[src/rtl/rgb_pix_asm_if.sv]
// Pixel stream from the WS2812b bit assembler to the RGBW converter.
// Valid/ready handshake; the master holds grb/idx stable while valid is high.
interface rgb_pix_asm_if #(
  parameter int IDX_W = 9
);
  logic [23:0]      pix_grb;
  logic [IDX_W-1:0] pix_idx;
  logic             pix_valid;
  logic             pix_ready;

  modport master (
    output pix_grb,
    output pix_idx,
    output pix_valid,
    input  pix_ready
  );

  modport slave (
    input  pix_grb,
    input  pix_idx,
    input  pix_valid,
    output pix_ready
  );
endinterface

[src/rtl/rgb_pix_asm.sv]
// Assembles WS2812b decoder bit strobes MSB-first into 24-bit GRB pixels,
// tags each with its frame position and offers it through one holding register.
module rgb_pix_asm #(
  parameter int MAX_LEDS = 256,
  parameter int IDX_W    = $clog2(MAX_LEDS + 1)
) (
  input  logic              clk,
  input  logic              rst,
  input  logic              bit_in,
  input  logic              bit_strobe,
  input  logic              bit_stream_reset,
  rgb_pix_asm_if.master     pix,
  output logic              frame_start,
  output logic              partial_err,
  output logic              overrun,
  output logic [IDX_W-1:0]  frame_pix_cnt
);

  localparam logic [IDX_W-1:0] CNT_MAX  = IDX_W'(MAX_LEDS);
  localparam logic [4:0]       LAST_BIT = 5'd23;

  logic [22:0]      shreg;
  logic [4:0]       bit_cnt;
  logic [23:0]      grb_q;
  logic [IDX_W-1:0] idx_q;
  logic [IDX_W-1:0] cnt_q;
  logic             valid_q;
  logic             fs_q;
  logic             pe_q;
  logic             ovr_q;

  logic             bit_ev;
  logic             sr_ev;
  logic             word_done;
  logic             accept;
  logic             xfer;
  logic             load;
  logic             drop;
  logic [23:0]      word_next;

  always_comb begin
    bit_ev    = bit_strobe & ~bit_stream_reset;
    sr_ev     = bit_strobe & bit_stream_reset;
    word_done = bit_ev && (bit_cnt == LAST_BIT);
    accept    = word_done && (cnt_q < CNT_MAX);
    xfer      = valid_q & pix.pix_ready;
    // A held pixel leaving this cycle frees the register for a new word.
    load      = accept && (!valid_q || pix.pix_ready);
    drop      = accept && valid_q && !pix.pix_ready;
    word_next = {shreg, bit_in};
  end

  // Bit collection
  always_ff @(posedge clk) begin
    if (rst) begin
      shreg   <= '0;
      bit_cnt <= '0;
    end else if (sr_ev) begin
      shreg   <= '0;
      bit_cnt <= '0;
    end else if (bit_ev) begin
      shreg   <= word_next[22:0];
      bit_cnt <= word_done ? '0 : bit_cnt + 5'd1;
    end
  end

  // Frame position counter; saturates so extra LEDs are silently ignored.
  always_ff @(posedge clk) begin
    if (rst) begin
      cnt_q <= '0;
    end else if (sr_ev) begin
      cnt_q <= '0;
    end else if (accept) begin
      cnt_q <= cnt_q + 1'b1;
    end
  end

  // Holding register
  always_ff @(posedge clk) begin
    if (rst) begin
      grb_q   <= '0;
      idx_q   <= '0;
      valid_q <= 1'b0;
    end else if (load) begin
      grb_q   <= word_next;
      idx_q   <= cnt_q;
      valid_q <= 1'b1;
    end else if (xfer) begin
      valid_q <= 1'b0;
    end
  end

  // Status pulses and sticky overrun
  always_ff @(posedge clk) begin
    if (rst) begin
      fs_q  <= 1'b0;
      pe_q  <= 1'b0;
      ovr_q <= 1'b0;
    end else begin
      fs_q <= sr_ev;
      pe_q <= sr_ev && (bit_cnt != '0);
      if (drop) begin
        ovr_q <= 1'b1;
      end
    end
  end

  assign pix.pix_grb   = grb_q;
  assign pix.pix_idx   = idx_q;
  assign pix.pix_valid = valid_q;
  assign frame_start   = fs_q;
  assign partial_err   = pe_q;
  assign overrun       = ovr_q;
  assign frame_pix_cnt = cnt_q;

endmodule
[src/flat_wrapper.sv]
// flat-port wrapper written by rule: the top's interface ports become plain ports
module rgb_pix_asm_flat 
#(
  parameter int MAX_LEDS = 256,
  parameter int IDX_W    = $clog2(MAX_LEDS + 1)
)
  (clk, rst, bit_in, bit_strobe, bit_stream_reset, frame_start, partial_err, overrun, frame_pix_cnt, pix_pix_grb, pix_pix_idx, pix_pix_valid, pix_pix_ready);
  rgb_pix_asm_if #(.IDX_W(IDX_W)) pix_i ();
  input  logic clk;
  input  logic rst;
  input  logic bit_in;
  input  logic bit_strobe;
  input  logic bit_stream_reset;
  output logic frame_start;
  output logic partial_err;
  output logic overrun;
  output logic [IDX_W-1:0] frame_pix_cnt;
  output wire logic [$bits(pix_i.pix_grb)-1:0] pix_pix_grb;
  output wire logic [$bits(pix_i.pix_idx)-1:0] pix_pix_idx;
  output wire logic [$bits(pix_i.pix_valid)-1:0] pix_pix_valid;
  input wire logic [$bits(pix_i.pix_ready)-1:0] pix_pix_ready;
  assign pix_pix_grb = pix_i.pix_grb;
  assign pix_pix_idx = pix_i.pix_idx;
  assign pix_pix_valid = pix_i.pix_valid;
  assign pix_i.pix_ready = pix_pix_ready;
  rgb_pix_asm #(.MAX_LEDS(MAX_LEDS), .IDX_W(IDX_W)) u_core (.clk(clk), .rst(rst), .bit_in(bit_in), .bit_strobe(bit_strobe), .bit_stream_reset(bit_stream_reset), .pix(pix_i), .frame_start(frame_start), .partial_err(partial_err), .overrun(overrun), .frame_pix_cnt(frame_pix_cnt));
endmodule
[config.mk]
export PLATFORM = sky130hd
export DESIGN_NAME = rgb_pix_asm_flat
export DESIGN_NICKNAME = d
export VERILOG_FILES = /design/src/rtl/rgb_pix_asm_if.sv /design/src/rtl/rgb_pix_asm.sv /design/src/flat_wrapper.sv
export SDC_FILE = /design/constraint.sdc
export NUM_CORES = 1
export LEC_CHECK = 0
export CAP_MARGIN = 20
export CORE_ASPECT_RATIO = 1.75
export CORE_UTILIZATION = 30
export DETAILED_ROUTE_END_ITERATION = 8
export PLACE_DENSITY = 0.62
export SLEW_MARGIN = 40
export SYNTH_ARGS = -nofsm -noshare
export SYNTH_HDL_FRONTEND = slang
export SYNTH_SLANG_ARGS = --single-unit
[constraint.sdc]
create_clock -name clk -period 2.65 [get_ports clk]
set_clock_uncertainty 0.1 [all_clocks]
set_input_delay 0.53 -clock clk [delete_from_list [all_inputs] [get_ports clk]]
set_output_delay 0.53 -clock clk [all_outputs]
set_load 0.005 [all_outputs]
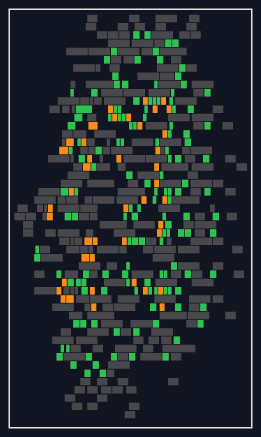
(images/logic_types.png)
NAND gates: in green, cells 135, most used nand2b_1. inverting AOI/OAI gates: in orange, cells 42, most used a21oi_1.
non-filler cells, final: 525
most numerous logic cell after layout: dfxtp_1
logic share of the area: 37.5%

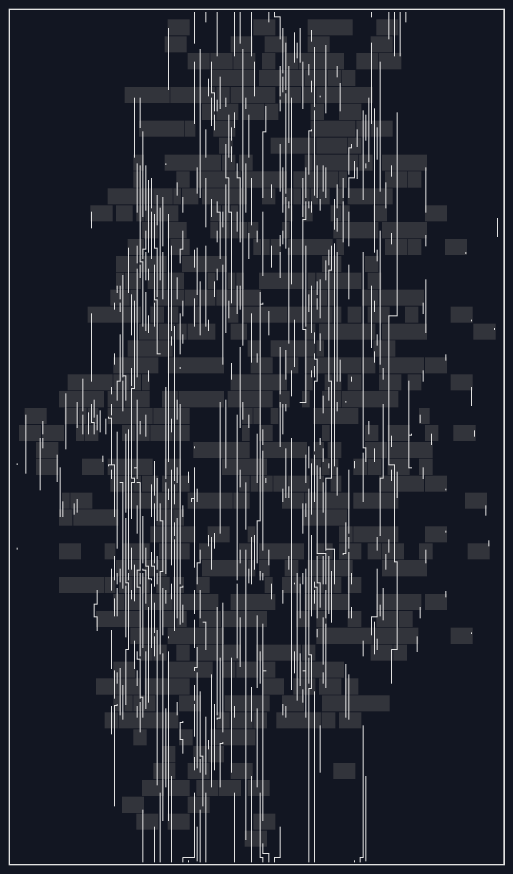
(images/layer_met2.png)
The layer holds 54% of the routed length. The wires run mostly vertical. The layer carries 3650 µm of wire. 325 nets have wire on it.
via count: 2441
Post-Route WL: 6760 µm

==> results_dict.tcl <==
# yosys + openroad results
set metrics [dict create \
    die_area_um2 10900 \
    period_used_pct 74.5 \
    layout.nonclk_buf_share_pct 14.8 \
    via_per_inst 4.65 \
    synth_cells 342 \
    fp_util_pct 30.7 \
    design_area_um2 4100 \
    synth_top_area_share_pct 47.1 \
    fill_cells 1009 \
    die_h_um 137 \
    hold_depth 2 \
    wire_per_inst_um 12.9 \
    critical_path_class "flop to primary output" \
    worstSetupEndpointType "primary output" \
    n_tap_cell 127 \
    fin_setup_tns_ns 0 \
    rows 49 \
    p_total_mw 2.39 \
    syn2layout_area_growth_pct 30.2 \
    ant_nets 0 \
    top_layer "met4" \
    grt_antenna_before_repair 0 \
    largestClassByArea "combinational gates" \
    peakVddDrop_v 0.000368 \
    yosysSeqAreaShare_pct 47.1 \
    placed_area_um2 3800 \
    ys_types 36 \
    synthXorXnorAreaFrac_pct 0.279 \
    layout-drive-gt1-share_pct 8.54 \
    drv_slew 0 \
    clk_pin_slew_ns 0.06 \
    num-clock-buffers 11 \
    grt_setup_unrepaired "no" \
    critPathMaxFanout 7 \
    place.gp.congestion 0.730 \
    yosys.area_share.aoi_pct 7.92 \
    cts_resized 0 \
    nonClockBufferCount 63 \
    setup_ws_ns 0.675 \
    place_ws_ns 0.328 \
    fmax_mhz 506 \
    cp_cell_sequence "clkdlybuf4s50_1" \
    cp_slowest_stage_delay_ns 0.56 \
    hold_violations 0 \
    relSlewSlack_pct 61.8 \
    ys_ff 74 \
    p_leak_nw 1.28 \
    synth.area.mux_share_pct 11.1 \
    path_depth 1 \
    drc 0 \
    seq_share_pct 36.2 \
    yosys.area.top_type "dfxtp_1" \
    post-place-cells 509 \
    maxCapViolCount 0 \
    fp_nets 351 \
    power_frac_comb_pct 3.6 \
    clock_cell_area_share_pct 7.24 \
    ys_chip_area_um2 3140 \
    cts_tree "yes" \
    p_switching_uw 492 \
    ys_warn_count 0 \
    drt_iter0_drc 109 \
    multi_input_comb_cells 241 \
    synth-edff-count 0 \
    grt-ovfl-total 0 \
    synth_area_per_cell_um2 9.19 \
    internal-power_mw 1.90 \
    drt-met1-wl_um 2730 \
    mi_logic_area_um2 1540 \
    ctsLongestPathBuffers 2 \
    warning_count 27 \
    startpoint_type "flop" \
    seq_area_um2 1480 \
    whs_ns 0.364 \
    cts_root_buffer "clkbuf_16" \
    place_hpwl_um 4720 \
    pwr-share-seq_pct 46.7 \
    r2r_cells 5 \
    cp_slowest_cell "clkdlybuf4s50_1" \
    grt_first_pass_wirelength_um 11100 \
    ys_sh_simple_pct 28.3 \
    top_cell "dfxtp_1" \
    synthAdderAreaFrac_pct 1.19 \
    route.met2.wl_um 3650 \
    antenna_cells 0 \
    netlist_top_cells_count "dfxtp_1, nand2b_1, nand2_1, mux2i_1, a21oi_1" \
    io_pins 52 \
    async_reset_ff_share_pct 0 \
    synthFlopType "dfxtp_1" \
    crit_family "buffers and inverters" \
    period_minus_slack_ns 1.98 \
    clock_power_share_pct 49.8 \
    post_cts_buffers 0 \
    worst_slew_pin_slew_ns 0.573 \
    status "finished, final reports clean" \
    setup-violations-final 0 \
    grt_usage_pct 13.2 \
    h-tree-depth 3 \
    worstPathRequired_ns 2.02 \
    worstPathBufferInverterCount 1 \
    hold_buffers 0 \
    numPortBuffers 51 \
    area_leaders "dfxtp_1, nand2b_1, mux2i_1" \
    flop-count 74 \
    wl_met3_um 234 \
    grt_max_degree 41 \
    hp-class "flop to flop" \
]
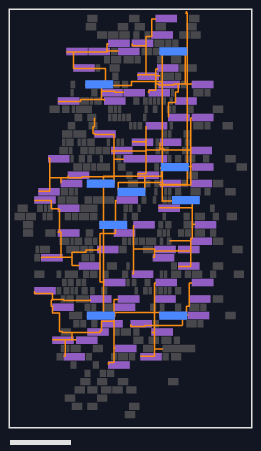
(images/clk_routes.png)
The bar under the picture is 20 µm long.
clock drivers: in blue, count 9. flip-flops: in purple, count 74. clock wires: in orange, length 921 µm.
There are 10 routed clock nets.
clk ins delay skew pair: 0.33 ns
P_clk: 1.19 mW

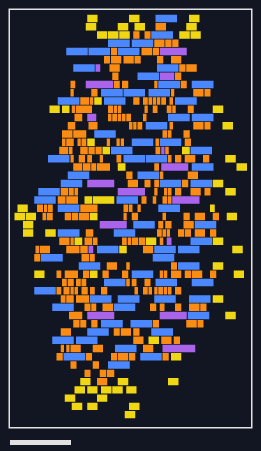
(images/placement_by_type.png)
The bar under the picture is 20 µm long.
flops: in blue, cells 74. other buffers and delay cells: in yellow, cells 63. clock drivers and dummy loads: in purple, cells 16. combinational and other logic: in orange, cells 245.
fin util: 40.0%
Core Region: 10200 µm²

worst paths after layout:
| path | slack (ns) | from | to |
|---|---|---|---|
| worst max-delay path | 0.67 | u_core.frame_pix_cnt[0]$_SDFFE_PP0P_ | frame_pix_cnt[0] |
| worst min register to register | 0.36 | u_core.shreg[15]$_SDFFE_PP0P_ | u_core.shreg[16]$_SDFFE_PP0P_ |
| worst min-delay path | 0.36 | u_core.shreg[15]$_SDFFE_PP0P_ | u_core.shreg[16]$_SDFFE_PP0P_ |
| worst max register to register | 0.75 | u_core.bit_cnt[0]$_SDFFE_PP0P_ | u_core.pix.pix_idx[5]$_SDFFE_PP0P_ |
power by group through the flow:
| stage | combinational [mW] | sequential [mW] | clock [mW] |
|---|---|---|---|
| global route | 0.0933 | 1.12 | 1.27 |
| floorplan | 0.0558 | 1.14 | 0 |
| detailed placement | 0.0859 | 1.14 | 0 |
| CTS | 0.0858 | 1.12 | 1.23 |
| finish | 0.0852 | 1.12 | 1.19 |
| global placement | 0.0843 | 1.14 | 0 |
cells in the final DEF, fill, tap and decap left out, drive strengths merged, types with 7 or more instances in the layout:
cell,count
nor2,7
nand2,53
mux2i,35
clkbuf,11
a21oi,31
clkdlybuf4s50,50
dfxtp,74
nand2b,70
buf,13
metal layers:
| layer | up-vias | track usage [%] |
|---|---|---|
| met5 | - | 0 |
| li1 | 1245 | - |
| met2 | 36 | 24.0 |
| met4 | 0 | 6.06 |
| met1 | 1151 | 14.0 |
| met3 | 9 | 3.31 |
sequential cells by signal (all words and copies together), names as in the netlist:
register and count:
u_core.bit_cnt 5, u_core.partial_err 1, u_core.overrun 1, u_core.frame_start 1, u_core.pix.pix_idx 9, u_core.pix.pix_grb 24
u_core.shreg 23, u_core.frame_pix_cnt 9, u_core.pix.pix_valid 1
Power is estimated from default activity; no workload was simulated.
